===== config.mk =====
export PLATFORM = sky130hd
export DESIGN_NAME = i2c_debug_trace
export DESIGN_NICKNAME = d
export VERILOG_FILES = /design/src/rtl/i2c_debug_trace.sv
export SDC_FILE = /design/constraint.sdc
export NUM_CORES = 1
export LEC_CHECK = 0
export CAP_MARGIN = 10
export CORE_UTILIZATION = 30
export DETAILED_ROUTE_END_ITERATION = 8
export GPL_TIMING_DRIVEN = 0
export SYNTH_ARGS = -nofsm -noshare
export SYNTH_HDL_FRONTEND = slang
export SYNTH_SLANG_ARGS = --single-unit
export TNS_END_PERCENT = 1

===== constraint.sdc =====
create_clock -name i_sys_clk -period 5.4 [get_ports i_sys_clk]
set_input_delay 1.08 -clock i_sys_clk [delete_from_list [all_inputs] [get_ports i_sys_clk]]
set_output_delay 1.08 -clock i_sys_clk [all_outputs]
set_load 0.005 [all_outputs]

===== src/rtl/i2c_debug_trace.sv =====
// Debug companion for the I2C core: timestamped probe trace buffer, masked
// breakpoint with optional core halt, and a strobe-based register port.
`timescale 1ns/1ps
module i2c_debug_trace #(
  parameter int PROBE_W = 16,
  parameter int TS_W    = 16,
  parameter int DEPTH   = 16,
  parameter int CNT_W   = $clog2(DEPTH + 1)
) (
  input  logic               i_sys_clk,
  input  logic               i_rst,
  input  logic [PROBE_W-1:0] i_probe,
  input  logic [7:0]         i_dbg_addr,
  input  logic [31:0]        i_dbg_wdata,
  input  logic               i_dbg_write,
  input  logic               i_dbg_read,
  output logic [31:0]        o_dbg_rdata,
  output logic               o_dbg_rvalid,
  output logic               o_halt,
  output logic               o_break_irq
);

  localparam int PTR_W = $clog2(DEPTH);
  localparam int ENT_W = TS_W + PROBE_W;

  logic               en_r, mode_r, halt_en_r, stop_full_r;
  logic               brk_r, ovf_r, halted_r;
  logic [PROBE_W-1:0] brk_val_r, brk_mask_r, prev_probe_r;
  logic [TS_W-1:0]    ts_r;
  logic [PTR_W-1:0]   wr_ptr_r, rd_ptr_r;
  logic [CNT_W-1:0]   count_r;
  logic [ENT_W-1:0]   mem_r [DEPTH];
  logic [31:0]        rdata_r;
  logic               rvalid_r;

  logic        wr_ctrl_s, wr_status_s, wr_val_s, wr_mask_s, sel_trace_s;
  logic [31:0] rd_mux_s;
  logic        full_s, empty_s, pop_s, cap_s, hit_s, clr_s;
  logic        push_s, overwrite_s, ovf_set_s;
  logic        unused_s;

  assign full_s   = (count_r == CNT_W'(DEPTH));
  assign empty_s  = (count_r == {CNT_W{1'b0}});
  assign clr_s    = wr_ctrl_s & i_dbg_wdata[4];
  assign pop_s    = i_dbg_read & sel_trace_s & ~empty_s;
  assign cap_s    = en_r & ~halted_r & (mode_r | (i_probe != prev_probe_r));
  assign hit_s    = en_r & (brk_mask_r != {PROBE_W{1'b0}}) &
                    (((i_probe ^ brk_val_r) & brk_mask_r) == {PROBE_W{1'b0}});
  assign unused_s = ^i_dbg_wdata;

  // Address decode: write selects and the read-data mux
  always_comb begin
    wr_ctrl_s   = 1'b0;
    wr_status_s = 1'b0;
    wr_val_s    = 1'b0;
    wr_mask_s   = 1'b0;
    sel_trace_s = 1'b0;
    rd_mux_s    = 32'h0000_0000;
    case (i_dbg_addr)
      8'h00: begin
        wr_ctrl_s = i_dbg_write;
        rd_mux_s  = {28'h000_0000, stop_full_r, halt_en_r, mode_r, en_r};
      end
      8'h04: begin
        wr_status_s = i_dbg_write;
        rd_mux_s    = {16'h0000, 8'(count_r), 4'h0, ovf_r, empty_s, full_s, brk_r};
      end
      8'h08: begin
        wr_val_s = i_dbg_write;
        rd_mux_s = 32'(brk_val_r);
      end
      8'h0C: begin
        wr_mask_s = i_dbg_write;
        rd_mux_s  = 32'(brk_mask_r);
      end
      8'h10: begin
        sel_trace_s = 1'b1;
        if (empty_s) rd_mux_s = 32'h0000_0000;
        else         rd_mux_s = 32'(mem_r[rd_ptr_r]);
      end
      8'h14:   rd_mux_s = 32'(ts_r);
      default: rd_mux_s = 32'h0000_0000;
    endcase
  end

  // A coincident pop frees a slot, so a capture on a full buffer only
  // counts as an overflow when no TRACE read lands in the same cycle.
  always_comb begin
    push_s      = 1'b0;
    overwrite_s = 1'b0;
    ovf_set_s   = 1'b0;
    if (cap_s & ~clr_s) begin
      if (pop_s | ~full_s) begin
        push_s = 1'b1;
      end else if (stop_full_r) begin
        ovf_set_s = 1'b1;
      end else begin
        push_s      = 1'b1;
        overwrite_s = 1'b1;
        ovf_set_s   = 1'b1;
      end
    end else begin
      push_s = 1'b0;
    end
  end

  // Control/breakpoint registers, sticky flags and the halt request
  always_ff @(posedge i_sys_clk or posedge i_rst) begin
    if (i_rst) begin
      en_r <= 1'b0; mode_r <= 1'b0; halt_en_r <= 1'b0; stop_full_r <= 1'b0;
      brk_r <= 1'b0; ovf_r <= 1'b0; halted_r <= 1'b0;
      brk_val_r <= {PROBE_W{1'b0}}; brk_mask_r <= {PROBE_W{1'b0}};
    end else begin
      if (wr_ctrl_s) begin
        en_r        <= i_dbg_wdata[0];
        mode_r      <= i_dbg_wdata[1];
        halt_en_r   <= i_dbg_wdata[2];
        stop_full_r <= i_dbg_wdata[3];
      end
      if (wr_val_s)  brk_val_r  <= i_dbg_wdata[PROBE_W-1:0];
      if (wr_mask_s) brk_mask_r <= i_dbg_wdata[PROBE_W-1:0];
      if (hit_s) brk_r <= 1'b1;
      else if (wr_status_s & i_dbg_wdata[0]) brk_r <= 1'b0;
      if (clr_s) ovf_r <= 1'b0;
      else if (ovf_set_s) ovf_r <= 1'b1;
      else if (wr_status_s & i_dbg_wdata[3]) ovf_r <= 1'b0;
      halted_r <= brk_r & halt_en_r;
    end
  end

  // Timestamp, change detector and buffer pointers
  always_ff @(posedge i_sys_clk or posedge i_rst) begin
    if (i_rst) begin
      ts_r <= {TS_W{1'b0}}; prev_probe_r <= {PROBE_W{1'b0}};
      wr_ptr_r <= {PTR_W{1'b0}}; rd_ptr_r <= {PTR_W{1'b0}}; count_r <= {CNT_W{1'b0}};
    end else begin
      if (en_r) prev_probe_r <= i_probe;
      if (clr_s) begin
        ts_r <= {TS_W{1'b0}};
        wr_ptr_r <= {PTR_W{1'b0}}; rd_ptr_r <= {PTR_W{1'b0}}; count_r <= {CNT_W{1'b0}};
      end else begin
        if (en_r & ~halted_r) ts_r <= ts_r + TS_W'(1);
        if (push_s) wr_ptr_r <= wr_ptr_r + PTR_W'(1);
        if (pop_s | overwrite_s) rd_ptr_r <= rd_ptr_r + PTR_W'(1);
        if (push_s & ~pop_s & ~overwrite_s) count_r <= count_r + CNT_W'(1);
        else if (pop_s & ~push_s) count_r <= count_r - CNT_W'(1);
      end
    end
  end

  // Trace storage; stale contents are unreachable once pointers reset
  always_ff @(posedge i_sys_clk) begin
    if (push_s) mem_r[wr_ptr_r] <= {ts_r, i_probe};
  end

  // Registered read return, held until the next read strobe
  always_ff @(posedge i_sys_clk or posedge i_rst) begin
    if (i_rst) begin
      rdata_r  <= 32'h0000_0000;
      rvalid_r <= 1'b0;
    end else begin
      rvalid_r <= i_dbg_read;
      if (i_dbg_read) rdata_r <= rd_mux_s;
    end
  end

  assign o_dbg_rdata  = rdata_r;
  assign o_dbg_rvalid = rvalid_r;
  assign o_halt       = halted_r;
  assign o_break_irq  = brk_r;

endmodule

==> results_dict.tcl, run 1 <==
# yosys + openroad results
set metrics [dict create \
    outcome "completed" \
    grt_max_degree 67 \
    core_util_floorplan_pct 30.3 \
    wl_per_cell_um 25.6 \
    mostFrequentLayoutCells "edfxtp_1 (512), mux4_2 (121), dfrtp_1 (117)" \
    drive_gt1_share_pct 22.3 \
    seq_cells 629 \
    synth_top_cell_by_count "edfxtp_1" \
    wirelength_mm 67.6 \
    core_sq_um 83600 \
    largest_area_cell "edfxtp_1" \
    period_needed_ns 4.53 \
    top_area_share_pct 60.7 \
    netlist_area_sq_um 25300 \
    synthFlopType "edfxtp_1" \
    comb_area_sq_um 6710 \
    warnings 46 \
    ios 95 \
    num_vias 13479 \
    dp_hpwl_mm 44.3 \
    dominant_cells "flip-flops and latches" \
    tightest_slew_ns 1.16 \
    hold_buffers 0 \
    h-tree-depth 2 \
    grtUsageTotal_pct 15.9 \
    hold_violations 0 \
    reg2reg_from "count_r[0]$_DFFE_PP0P_" \
    top_cells_by_area "edfxtp_1 (61%), dfrtp_1 (12%), mux4_2 (11%)" \
    regArea_sq_um 18300 \
    critPathKind "input pin to register" \
    syn_area_per_cell_sq_um 18.8 \
    crit_path_start_kind "input pin" \
    die_h_um 293 \
    powerDensity_nw_per_um2 383 \
    n_clock_buffer 85 \
    crit_chain "clkdlybuf4s50_1 -> and4_1 -> nand2_1 -> clkbuf_1 -> nand4_1 -> fa_1 -> a21o_1 -> a21oi_1 -> nand2_1 -> o2bb2ai_1 -> mux2i_1" \
    cts_resized 0 \
    hold_depth 1 \
    r2r_slack_ns 1.33 \
    hold_path.class "register to register" \
    ys_ff 629 \
    synthCells 1347 \
    postCtsSetupBuffers 0 \
    async_reset_ff_share_pct 18.6 \
    root_buffer "clkbuf_16" \
    path_max_fanout 10 \
    skew_ns 0.0298 \
    tapcell.inserted 1080 \
    cp_slowest_cell "clkdlybuf4s50_1" \
    pwr-share-clk_pct 35.7 \
    power.internal_mw 8.51 \
    grt_overflow 0 \
    final-clk-cell-share_pct 6.34 \
    crit_arrival_ns 5.09 \
    synthTopCellsByCount "edfxtp_1 (512), mux4_2 (121), dfrtp_1 (117)" \
    slowest_delay_ns 0.72 \
    dpl-instance-area_sq_um 27900 \
    place_congestion 0.875 \
    nets 1576 \
    switchingPower_mw 2.91 \
    drc_errors 0 \
    numCtsBuffers 60 \
    seq_area_share_pct 61.5 \
    yosysCellCount 1347 \
    nFillCells 7835 \
    ys_chip_area_sq_um 25300 \
    setup_violations 0 \
    vias_per_cell 5.11 \
    chipArea_sq_um 85600 \
    clk_path_buf_depth 3 \
    crit_end "count_r[4]$_DFFE_PP0P_" \
    dp_cells 2523 \
    sw_frac_of_total_pct 25.5 \
    vdd.ir_drop.worst_v 0.000269 \
    n_all_inverters 8 \
    synthDistinctLibCells 55 \
    seq_power_share_pct 52.5 \
    grt_pass1_wl_mm 97.7 \
]
## run 1: power by group through the flow
stage / Sequential (mW) / Combinational (mW) / Clock (mW)
after detailed placement: 6.09 / 1.37 / 0
final: 5.99 / 1.35 / 4.07
after global routing: 6.03 / 1.48 / 4.31
after global placement: 6.06 / 1.32 / 0
after CTS: 5.98 / 1.37 / 4.14
after floorplan: 5.92 / 0.972 / 0
## run 1: sequential cells by signal (all words and copies together), names as in the netlist
| signal | count |
|---|---|
| ts_r | 16 |
| o_break_irq | 1 |
| count_r | 5 |
| brk_val_r | 16 |
| prev_probe_r | 16 |
| brk_mask_r | 16 |
| o_halt | 1 |
| rd_ptr_r | 4 |
| o_dbg_rvalid | 1 |
| en_r | 1 |
| mem_r | 512 |
| wr_ptr_r | 4 |
| stop_full_r | 1 |
| halt_en_r | 1 |
| mode_r | 1 |
| o_dbg_rdata | 32 |
| ovf_r | 1 |
## run 1: cell families (layout without fill, tap and decap cells)
logic type	Yosys count	in the layout	synth area share, %
AND-OR/OR-AND	170	170	4.69
XOR/XNOR	47	47	1.63
adder cells (fa/ha/maj)	11	11	0.573
buffers and inverters	81	289	1.36
flip-flops	629	629	72.3
multiplexers	247	247	16.1
other	0	3	0
AND/OR/NAND/NOR	162	162	3.35
## run 1: per-stage QoR
step,util [%],setup TNS (ns),setup WS (ns),power [mW]
detailed placement,33.4,0,0.340,7.45
global placement,32.8,-238.07,-2.60,7.38
CTS,35.6,0,1.01,11.5
floorplan,-,0,1.06,6.89
finish,35.6,0,0.875,11.4
global route,35.6,0,0.762,11.8
## run 1: per-layer routing
metal	global-route usage [%]	wire length, um
met5	0	17
met4	4.43	1570
met3	3.48	5420
met2	25.5	31900
met1	21.6	28700
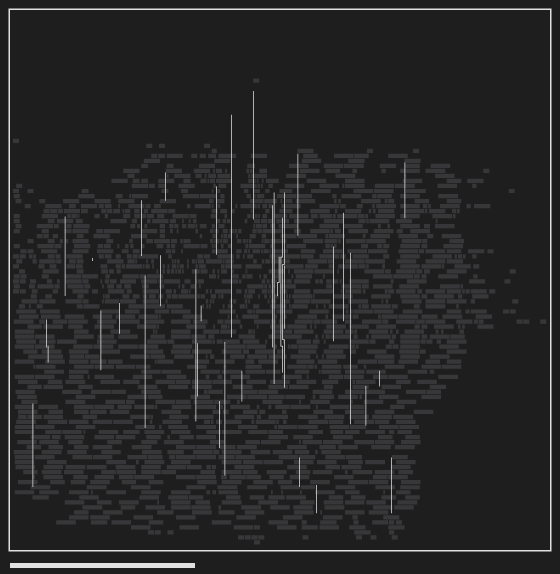
(run_1/layer_met4.png)
Scale bar: 100 um.
longest straight run: 120 um
main direction: vertical
wire length on this layer: 1570 um

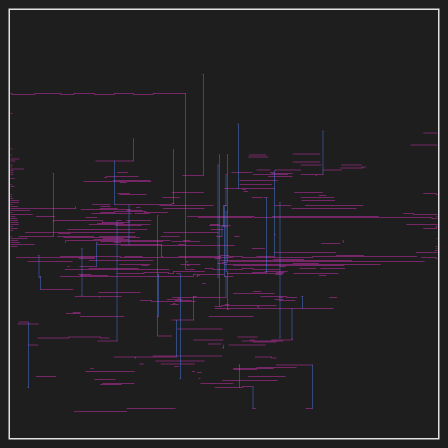
(run_1/wires.png)
Only two layers are drawn.
| color | layer | wire length |
|---|---|---|
| magenta | metal 3 | 5420 um |
| blue | metal 4 | 1570 um |

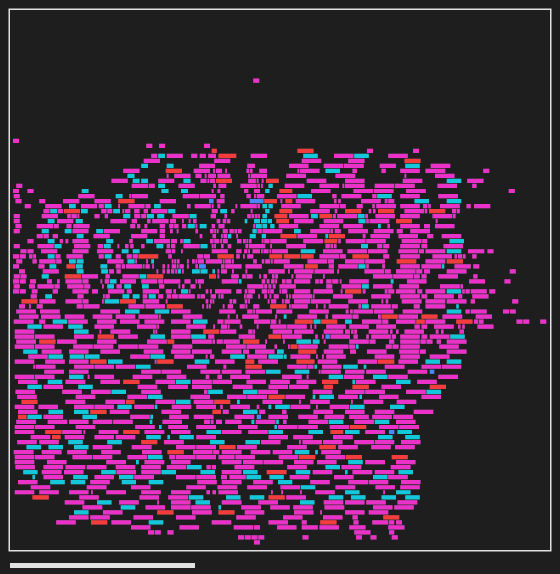
(run_1/sizes.png)
Scale bar: 100 um.
| color | size | cells |
|---|---|---|
| red | _6 and larger | 93 |
| magenta | _0 and _1 cells | 1208 |
| cyan | _2 cells | 247 |
| blue | _3 and _4 cells | 7 |

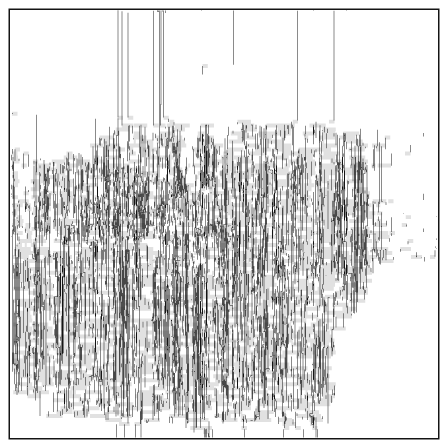
(run_1/layer_met2.png)
share of all routed wire: 47%
wire length on this layer: 31.9 mm
longest straight run: 106 um

## Run 2: what changed since run 1
Clock period 5.4 ns to 4.2 ns, I/O delays scaled along.
==> results_dict.tcl, run 2 <==
# yosys + openroad results
set metrics [dict create \
    postLayoutCellArea_sq_um 29800 \
    grt_pass1_wl_mm 97.7 \
    syn_area_per_cell_sq_um 18.8 \
    cts_tree "built" \
    critPathKind "input pin to register" \
    top_register "mem_r" \
    grtUsageTotal_pct 15.9 \
    wl_per_cell_um 25.6 \
    core_util_floorplan_pct 30.3 \
    io_buffers 76 \
    startpoint "i_probe[15]" \
    slowest_delay_ns 0.93 \
    hold_violations 0 \
    area_growth_pct 17.6 \
    drt_iter0_drc 1575 \
    hold_buffers 0 \
    synthCells 1347 \
    worst_slack_ns 0.214 \
    path_delay_family "simple AND/OR/NAND/NOR gates" \
    firstDrtPassIters 7 \
    met1_usage_pct 21.6 \
    wirelength_mm 67.6 \
    vdd.ir_drop.worst_v 0.000345 \
    synthFlopType "edfxtp_1" \
    largest_reg_flops 512 \
    switchingPower_mw 3.74 \
    ys_ff 629 \
    grt_overflow 0 \
    wirelength_met1_mm 28.9 \
    crit_chain "clkdlybuf4s50_1 -> xor2_1 -> nor4_1 -> nand3_1 -> o21a_1 -> nand4_1 -> ha_1 -> a21o_1 -> a21oi_1 -> nand2_1 -> o2bb2ai_1 -> mux2i_1" \
    regArea_sq_um 18300 \
    num_vias 13506 \
    dpl-instance-area_sq_um 27900 \
    place_congestion 0.875 \
    slew_violations 0 \
    top_cells_by_area "edfxtp_1 (61%), dfrtp_1 (12%), mux4_2 (11%)" \
    comb_area_sq_um 6710 \
    period_used_pct 94.9 \
    sw_frac_of_total_pct 25.5 \
    clk_latency_ns 0.65 \
    core_sq_um 83600 \
    mostFrequentLayoutCells "edfxtp_1 (512), mux4_2 (121), dfrtp_1 (117)" \
    async_reset_ff_share_pct 18.6 \
    postSynthSeqShare_pct 72.3 \
    clock_sinks 629 \
    tightest_slew_ns 1.16 \
    vias_per_cell 5.12 \
    seq_power_share_pct 52.5 \
    clk_pin_slew_worst_paths_ns 0.07 \
    wl_met2_mm 31.9 \
    die_h_um 293 \
    postCtsSetupBuffers 0 \
    path_max_fanout 19 \
    slew_headroom_pct 21.7 \
    period_needed_ns 3.99 \
    root_buffer "clkbuf_16" \
    chipArea_sq_um 85600 \
    pwr-share-clk_pct 35.7 \
    synth_nets 1418 \
    skew_ns 0.0297 \
    powerDensity_nw_per_um2 493 \
    drive_gt1_share_pct 22.4 \
    yosysCellCount 1347 \
    reg2reg_from "count_r[0]$_DFFE_PP0P_" \
    grt.busiest_layer "met2" \
    yosys_warnings 0 \
    drv_cap 0 \
    met3_usage_pct 3.48 \
    power.internal_mw 10.9 \
    setup_tns_ns 0 \
    dp_hpwl_mm 44.3 \
    nets 1576 \
    crit_arrival_ns 4.55 \
    synthTopCellsByCount "edfxtp_1 (512), mux4_2 (121), dfrtp_1 (117)" \
    power.total_mw 14.7 \
    grt_max_degree 67 \
    ant_nets 0 \
    largest_area_cell "edfxtp_1" \
    nFillCells 7834 \
    cp_num_buf_inv 1 \
    antenna_found_initial 2 \
    warnings 46 \
    outcome "completed" \
    grtUsageMet2_pct 25.5 \
    dp_cells 2523 \
    die_x_um 293 \
    cp-end-kind "register" \
    edf_count 512 \
    crit_path_start_kind "input pin" \
    hold_path.class "register to register" \
    synth_top_cell_by_count "edfxtp_1" \
    numCtsBuffers 60 \
    p_leak_nw 10.0 \
    highest_layer "met5" \
    top_area_share_pct 60.7 \
    first_global_vias 13847 \
    ys_chip_area_sq_um 25300 \
    h-tree-depth 2 \
    p_comb_share_pct 11.8 \
    netlist_area_sq_um 25300 \
    finalNonFillerCells 2638 \
    met3WireLength_mm 5.25 \
    post-place-ws_ns -0.620 \
    ios 95 \
    fp-row-count 106 \
    hold_start "o_dbg_rdata[22]$_DFFE_PP0P_" \
    setup_violations 0 \
    drc_errors 0 \
    synthDistinctLibCells 55 \
    cts_resized 0 \
    cp_slowest_cell "clkdlybuf4s50_1" \
    final_layout_top_logic_cell "edfxtp_1" \
    fmax_ghz 0.251 \
    rsz0062_at_grt "false" \
    clk_path_buf_depth 3 \
    required_ns 4.77 \
]
## run 2: metrics by stage
stage / hold WS, ns / utilization, %
6_report: 0.477 / 35.6
5_1_grt: 0.502 / 35.6
4_1_cts: 0.484 / 35.6
3_5_place_dp: 0.470 / 33.4
3_3_place_gp: 0.466 / 32.8
2_1_floorplan: 0.471 / -
## run 2: logic make-up after synthesis
kind of cell / synth area share, %
AND-OR/OR-AND: 4.69
XOR/XNOR: 1.63
adder cells (fa/ha/maj): 0.573
buffers and inverters: 1.36
flip-flops: 72.3
multiplexers: 16.1
AND/OR/NAND/NOR: 3.35
## run 2: cell type report
class,instances,area share [%]
multi-input combinational,637,22.5
clock inverter,27,0.748
sequential,629,61.5
buffer,73,1.06
tap,1080,4.54
clock buffer,85,5.59
timing repair buffer,96,3.90
inverter,8,0.118
antenna,3,0.0252
## run 2: power by group through the flow
stage	sequential (mW)	combinational, mW	clock, mW
final	7.71	1.73	5.24
after global routing	7.75	1.90	5.54
after CTS	7.69	1.76	5.32
after detailed placement	7.83	1.76	0
after global placement	7.79	1.70	0
after floorplan	7.61	1.25	0
## run 2: worst paths after layout
| path | end | cells after the start | slack (ns) |
|---|---|---|---|
| setup / recovery | count_r[4]$_DFFE_PP0P_ | 12 | 0.21 |
| hold / removal | o_dbg_rdata[22]$_DFFE_PP0P_ | 1 | 0.48 |
| setup reg to reg | count_r[4]$_DFFE_PP0P_ | 11 | 0.55 |
| hold reg to reg | o_dbg_rdata[22]$_DFFE_PP0P_ | 1 | 0.48 |
| max in group asynchronous | brk_mask_r[5]$_DFFE_PP0P_ | 3 | 2.82 |
| min in group asynchronous | count_r[1]$_DFFE_PP0P_ | 2 | 0.64 |
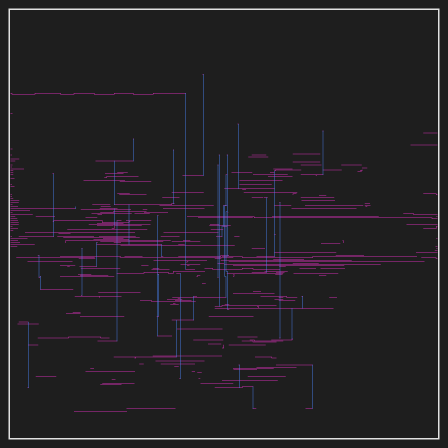
(run_2/wires.png)
Only two layers are drawn.
| color | layer | wire length |
|---|---|---|
| blue | metal 4 | 1580 um |
| magenta | metal 3 | 5250 um |

Power figures rest on the tool's default switching activity, not on a simulated workload.
